[src/rtl/fpioa_cfg_seq_pkg.sv]
// Shared definitions for the FPIOA configuration sequencer: state encoding,
// table entry layout, end-of-table marker and FPIOA register offsets.
package fpioa_cfg_seq_pkg;

  localparam int unsigned ENT_W    = 44;
  localparam int unsigned FADDR_W  = 8;
  localparam int unsigned FDATA_W  = 32;
  localparam int unsigned FSEL_W   = 4;

  localparam logic [7:0] END_ADDR_DEF = 8'hFF;

  // FPIOA register offsets
  localparam logic [7:0] REG_OMAP     = 8'h00;
  localparam logic [7:0] REG_DIN      = 8'h20;
  localparam logic [7:0] REG_DOUT     = 8'h24;
  localparam logic [7:0] REG_DIR      = 8'h28;
  localparam logic [7:0] REG_ELI_EDGE = 8'h2C;
  localparam logic [7:0] REG_ELI_MODE = 8'h30;
  localparam logic [7:0] REG_IMAP     = 8'h80;

  typedef enum logic [2:0] {
    S_IDLE  = 3'd0,
    S_FETCH = 3'd1,
    S_LATCH = 3'd2,
    S_WRITE = 3'd3,
    S_DONE  = 3'd4
  } seq_state_t;

  // Table entry as stored: {addr[43:36], sel[35:32], data[31:0]}
  typedef struct packed {
    logic [FADDR_W-1:0] addr;
    logic [FSEL_W-1:0]  sel;
    logic [FDATA_W-1:0] data;
  } tbl_entry_t;

endpackage

[src/rtl/fpioa_port_mux.sv]
// Combinational arbiter for the single FPIOA register port: CPU writes win,
// the sequencer writes otherwise, reads always pass straight through.
module fpioa_port_mux
  import fpioa_cfg_seq_pkg::*;
(
  input  logic               i_h_we,
  input  logic [FADDR_W-1:0] i_h_waddr,
  input  logic [FDATA_W-1:0] i_h_data,
  input  logic [FSEL_W-1:0]  i_h_sel,
  input  logic [FADDR_W-1:0] i_h_raddr,
  input  logic               i_h_rd,
  input  logic               i_seq_we,
  input  tbl_entry_t         i_seq_entry,
  input  logic [FDATA_W-1:0] i_f_data,
  output logic [FADDR_W-1:0] o_f_waddr,
  output logic [FDATA_W-1:0] o_f_data,
  output logic [FSEL_W-1:0]  o_f_sel,
  output logic               o_f_we,
  output logic [FADDR_W-1:0] o_f_raddr,
  output logic               o_f_rd,
  output logic [FDATA_W-1:0] o_h_data
);

  // Idle write port carries the read address: FPIOA decodes the read region from waddr
  always_comb begin
    o_f_we    = 1'b0;
    o_f_waddr = i_h_raddr;
    o_f_data  = '0;
    o_f_sel   = '0;
    if (i_h_we) begin
      o_f_we    = 1'b1;
      o_f_waddr = i_h_waddr;
      o_f_data  = i_h_data;
      o_f_sel   = i_h_sel;
    end else if (i_seq_we) begin
      o_f_we    = 1'b1;
      o_f_waddr = i_seq_entry.addr;
      o_f_data  = i_seq_entry.data;
      o_f_sel   = i_seq_entry.sel;
    end
  end

  assign o_f_raddr = i_h_raddr;
  assign o_f_rd    = i_h_rd;
  assign o_h_data  = i_f_data;

endmodule

[src/rtl/fpioa_cfg_seq.sv]
// Pin-map configuration sequencer: walks a {addr,sel,data} table and writes each
// entry into the FPIOA, sharing the register port with the CPU (CPU first).
module fpioa_cfg_seq
  import fpioa_cfg_seq_pkg::*;
#(
  parameter int unsigned TBL_AW   = 6,
  parameter logic [7:0]  END_ADDR = END_ADDR_DEF
) (
  input  logic                clk,
  input  logic                rst,
  input  logic [FADDR_W-1:0]  h_waddr_i,
  input  logic [FDATA_W-1:0]  h_data_i,
  input  logic [FSEL_W-1:0]   h_sel_i,
  input  logic                h_we_i,
  input  logic [FADDR_W-1:0]  h_raddr_i,
  input  logic                h_rd_i,
  output logic [FDATA_W-1:0]  h_data_o,
  input  logic                start_i,
  input  logic                abort_i,
  input  logic [TBL_AW-1:0]   base_i,
  input  logic [TBL_AW:0]     count_i,
  output logic                busy_o,
  output logic                done_o,
  output logic                err_o,
  output logic [TBL_AW-1:0]   tbl_addr_o,
  output logic                tbl_rd_o,
  input  logic [ENT_W-1:0]    tbl_data_i,
  output logic [FADDR_W-1:0]  f_waddr_o,
  output logic [FDATA_W-1:0]  f_data_o,
  output logic [FSEL_W-1:0]   f_sel_o,
  output logic                f_we_o,
  output logic [FADDR_W-1:0]  f_raddr_o,
  output logic                f_rd_o,
  input  logic [FDATA_W-1:0]  f_data_i
);

  localparam int unsigned RW = TBL_AW + 1;

  seq_state_t        r_state, w_nxt_state;
  logic [TBL_AW-1:0] r_idx, w_nxt_idx;
  logic [RW-1:0]     r_rem, w_nxt_rem;
  logic              r_err, w_nxt_err;
  logic              r_busy, r_done, r_tbl_rd;
  logic [TBL_AW-1:0] r_tbl_addr;
  tbl_entry_t        r_entry;
  tbl_entry_t        w_tbl_ent;
  logic              w_latch;
  logic              w_seq_we;

  assign w_tbl_ent = tbl_entry_t'(tbl_data_i);

  always_ff @(posedge clk or posedge rst) begin
    if (rst) begin
      r_state    <= S_IDLE;
      r_idx      <= '0;
      r_rem      <= '0;
      r_err      <= 1'b0;
      r_busy     <= 1'b0;
      r_done     <= 1'b0;
      r_tbl_rd   <= 1'b0;
      r_tbl_addr <= '0;
      r_entry    <= '0;
    end else begin
      r_state    <= w_nxt_state;
      r_idx      <= w_nxt_idx;
      r_rem      <= w_nxt_rem;
      r_err      <= w_nxt_err;
      r_busy     <= (w_nxt_state != S_IDLE);
      r_done     <= (w_nxt_state == S_DONE);
      r_tbl_rd   <= (w_nxt_state == S_FETCH);
      r_tbl_addr <= w_nxt_idx;
      if (w_latch) r_entry <= w_tbl_ent;
    end
  end

  // Next state; abort in an active state suppresses that cycle's write and ends the run
  always_comb begin
    w_nxt_state = r_state;
    w_nxt_idx   = r_idx;
    w_nxt_rem   = r_rem;
    w_nxt_err   = r_err;
    w_latch     = 1'b0;
    w_seq_we    = 1'b0;
    case (r_state)
      S_IDLE: begin
        if (start_i) begin
          w_nxt_err = 1'b0;
          if (count_i != '0) begin
            w_nxt_idx   = base_i;
            w_nxt_rem   = count_i;
            w_nxt_state = S_FETCH;
          end else begin
            w_nxt_state = S_DONE;
          end
        end
      end
      S_FETCH: begin
        if (abort_i) begin
          w_nxt_err   = 1'b1;
          w_nxt_state = S_DONE;
        end else begin
          w_nxt_state = S_LATCH;
        end
      end
      S_LATCH: begin
        if (abort_i) begin
          w_nxt_err   = 1'b1;
          w_nxt_state = S_DONE;
        end else begin
          w_latch     = 1'b1;
          w_nxt_state = (w_tbl_ent.addr == END_ADDR) ? S_DONE : S_WRITE;
        end
      end
      S_WRITE: begin
        if (abort_i) begin
          w_nxt_err   = 1'b1;
          w_nxt_state = S_DONE;
        end else if (!h_we_i) begin
          w_seq_we    = 1'b1;
          w_nxt_idx   = r_idx + TBL_AW'(1);
          w_nxt_rem   = r_rem - RW'(1);
          w_nxt_state = (r_rem == RW'(1)) ? S_DONE : S_FETCH;
        end
      end
      S_DONE:  w_nxt_state = S_IDLE;
      default: w_nxt_state = S_IDLE;
    endcase
  end

  fpioa_port_mux u_port_mux (
    .i_h_we      (h_we_i),
    .i_h_waddr   (h_waddr_i),
    .i_h_data    (h_data_i),
    .i_h_sel     (h_sel_i),
    .i_h_raddr   (h_raddr_i),
    .i_h_rd      (h_rd_i),
    .i_seq_we    (w_seq_we),
    .i_seq_entry (r_entry),
    .i_f_data    (f_data_i),
    .o_f_waddr   (f_waddr_o),
    .o_f_data    (f_data_o),
    .o_f_sel     (f_sel_o),
    .o_f_we      (f_we_o),
    .o_f_raddr   (f_raddr_o),
    .o_f_rd      (f_rd_o),
    .o_h_data    (h_data_o)
  );

  assign busy_o     = r_busy;
  assign done_o     = r_done;
  assign err_o      = r_err;
  assign tbl_rd_o   = r_tbl_rd;
  assign tbl_addr_o = r_tbl_addr;

endmodule

[config.mk]
export PLATFORM = sky130hd
export DESIGN_NAME = fpioa_cfg_seq
export DESIGN_NICKNAME = d
export VERILOG_FILES = /design/src/rtl/fpioa_cfg_seq_pkg.sv /design/src/rtl/fpioa_port_mux.sv /design/src/rtl/fpioa_cfg_seq.sv
export SDC_FILE = /design/constraint.sdc
export NUM_CORES = 1
export LEC_CHECK = 0
export CORE_ASPECT_RATIO = 0.8
export CORE_MARGIN = 1.5
export CORE_UTILIZATION = 30
export CTS_BUF_LIST = sky130_fd_sc_hd__clkbuf_8
export DETAILED_ROUTE_END_ITERATION = 6
export PLACE_DENSITY = 0.7
export SYNTH_ARGS = -nofsm -noshare
export SYNTH_HDL_FRONTEND = slang
export SYNTH_SLANG_ARGS = --single-unit
export TNS_END_PERCENT = 10
[constraint.sdc]
create_clock -name clk -period 1.8 [get_ports clk]
set_clock_uncertainty 0.1 [all_clocks]
set_input_delay 0.27 -clock clk [delete_from_list [all_inputs] [get_ports clk]]
set_output_delay 0.27 -clock clk [all_outputs]
set_load 0.01 [all_outputs]
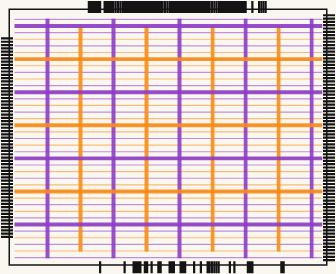
**Above:** floorplan with the power grid.
Pins as bars on the die edge.
Key: orange = VDD; purple = VSS
37 met1 rails follow the rows. 243 signal pins sit on the boundary. 7 straps on met5.
Die X: 130 µm
Die H: 105 µm
maximum vdd drop: 0.369 mV
core area: 12400 µm²

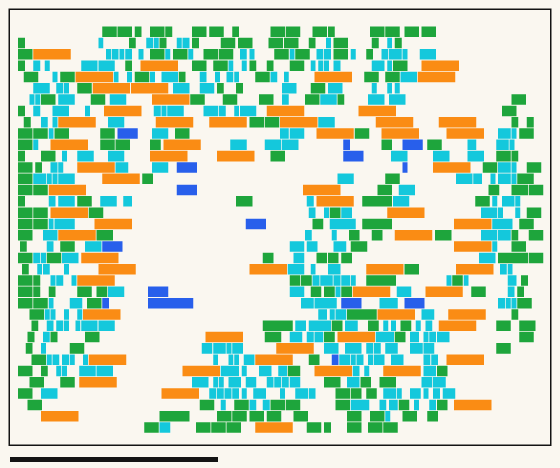
**Above:** cells coloured by class.
Bar = 50 µm.
Key: cyan = remaining logic cells [cells 291, share of their area 34%]; orange = registers [cells 64, share of their area 28%]; green = remaining buffers and delay cells [cells 222, share of their area 35%]; blue = clock drivers and dummy loads [cells 15, share of their area 3.3%]

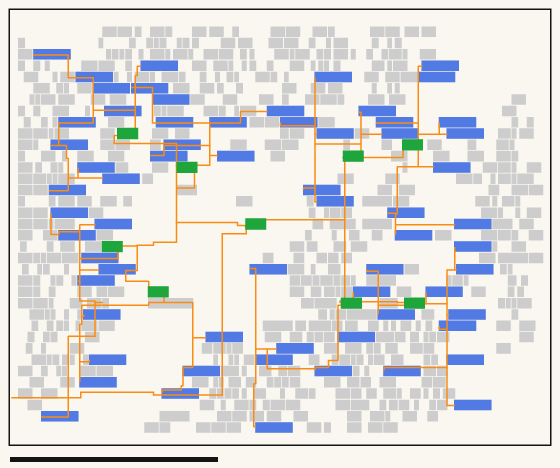
**Above:** clock network drawn from the DEF.
Bar = 50 µm.
Key: blue = flip-flops [count 64]; green = clock-net drivers [count 9]; orange = clock wires [length 1000 µm]
There are 10 routed clock nets. Position of the flops: all over the die.

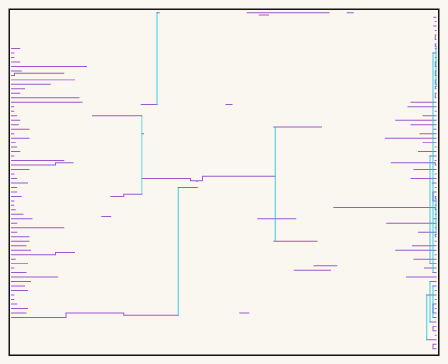
**Above:** signal wires by layer.
Two of the layers only.
Key: purple = M3 [wire length 797 µm]; cyan = M4 [wire length 283 µm]
total track usage: 17.1%
total wire length: 11400 µm

power groups by stage:
| stage | Clock, mW | Combinational, mW | Sequential, mW |
|---|---|---|---|
| after floorplan | 0 | 1.72 | 2.57 |
| after global placement | 0 | 2.91 | 2.62 |
| after detailed placement | 0 | 3.00 | 2.63 |
| after CTS | 1.28 | 3.00 | 2.62 |
| after global routing | 1.33 | 3.27 | 2.72 |
| final | 1.20 | 3.00 | 2.63 |
sequential cells by signal, summed over array words and instances, names as in the netlist:
signal	flops
r_state	3
r_rem	7
r_entry	44
err_o	1
tbl_rd_o	1
tbl_addr_o	6
done_o	1
busy_o	1
routing by layer:
layer	vias to the layer above	GRT usage (%)
met1	1721	19.4
li1	1772	-
met4	0	7.46
met3	25	5.66
met5	-	0
met2	132	29.0
==> flow_metrics.tcl <==
# flow metrics
set metrics [dict create \
    slew_viol_final 0 \
    clock_area_share_pct 3.14 \
    post_cts_buffers 1 \
    largest_class "buffers" \
    grt_pass1_wl_um 18300 \
    finalHoldViolCount 0 \
    synth_flop_count 64 \
    mux_share_pct 15.5 \
    combPwrFrac_pct 43.9 \
    clockPowerShare_pct 17.6 \
    final.setup.worst_slack_ps -302 \
    timing.hold.ws_ps 267 \
    chip_area_um2 13600 \
    power_frac_seq_pct 38.5 \
    max-cap-violations 0 \
    synth_stat.cells 425 \
    slew_headroom_pct 71.3 \
    clock_latency_ps 340 \
    place_ws_ps -799 \
    flop-count 64 \
    syn_to_final_growth_pct 53.7 \
    grt_max_degree 65 \
    top_area_cell "dfrtp_1" \
    leakage_nw 2.56 \
    min-delay-path-class "in -> async" \
    topCellsByArea "dfrtp_1 (41%), mux2_2 (13%), nand2_1 (9.1%)" \
    fin_crit_ps 2100 \
    drive_above_1_share_pct 30.4 \
    cts_made_buffers 9 \
    violations "setup timing" \
    synthAdderAreaFrac_pct 0.972 \
    arrival_ps 1730 \
    finalSetupViolCount 56 \
    remaining_drc_errors 0 \
    comb_share_pct 31.9 \
    path_class "reg -> out" \
    fin_tns_setup_ps -10760 \
    required_ps 1430 \
    n_all_buffers 222 \
    grt_remaining_overflow 0 \
    lay_top_cells "clkdlybuf4s50_1 (129), nand2_1 (92), dfrtp_1 (64), mux2_2 (46), buf_2 (43)" \
    crit_buf_inv 2 \
    slowest_stage "dfrtp_1" \
    clkTransAtPathRegs_ps 70 \
    ys_warn_count 0 \
    top_layer_used "met4" \
    cts.sinks 64 \
    ff_type "dfrtp_1" \
    status "finished, violations left" \
    cp-startpoint "r_state[2]" \
    warnings 30 \
    n_fill_cell 1196 \
    swShare_pct 33.2 \
    postLayoutCellArea_um2 5940 \
    num_rows 36 \
    synth-xor-area-share_pct 0 \
    worstSetupPathDepth 6 \
    worst_setup_path_start_kind "flip-flop" \
    regToRegSetupSlack_ps -160 \
    powerDensity_nw_per_um2 1150 \
    logic_area_um2 1900 \
    dr_wl_met2_um 5630 \
    simple_gate_area_share_pct 15.0 \
    netSwitchingPower_mw 2.27 \
]
Power is estimated from default activity; no workload was simulated.
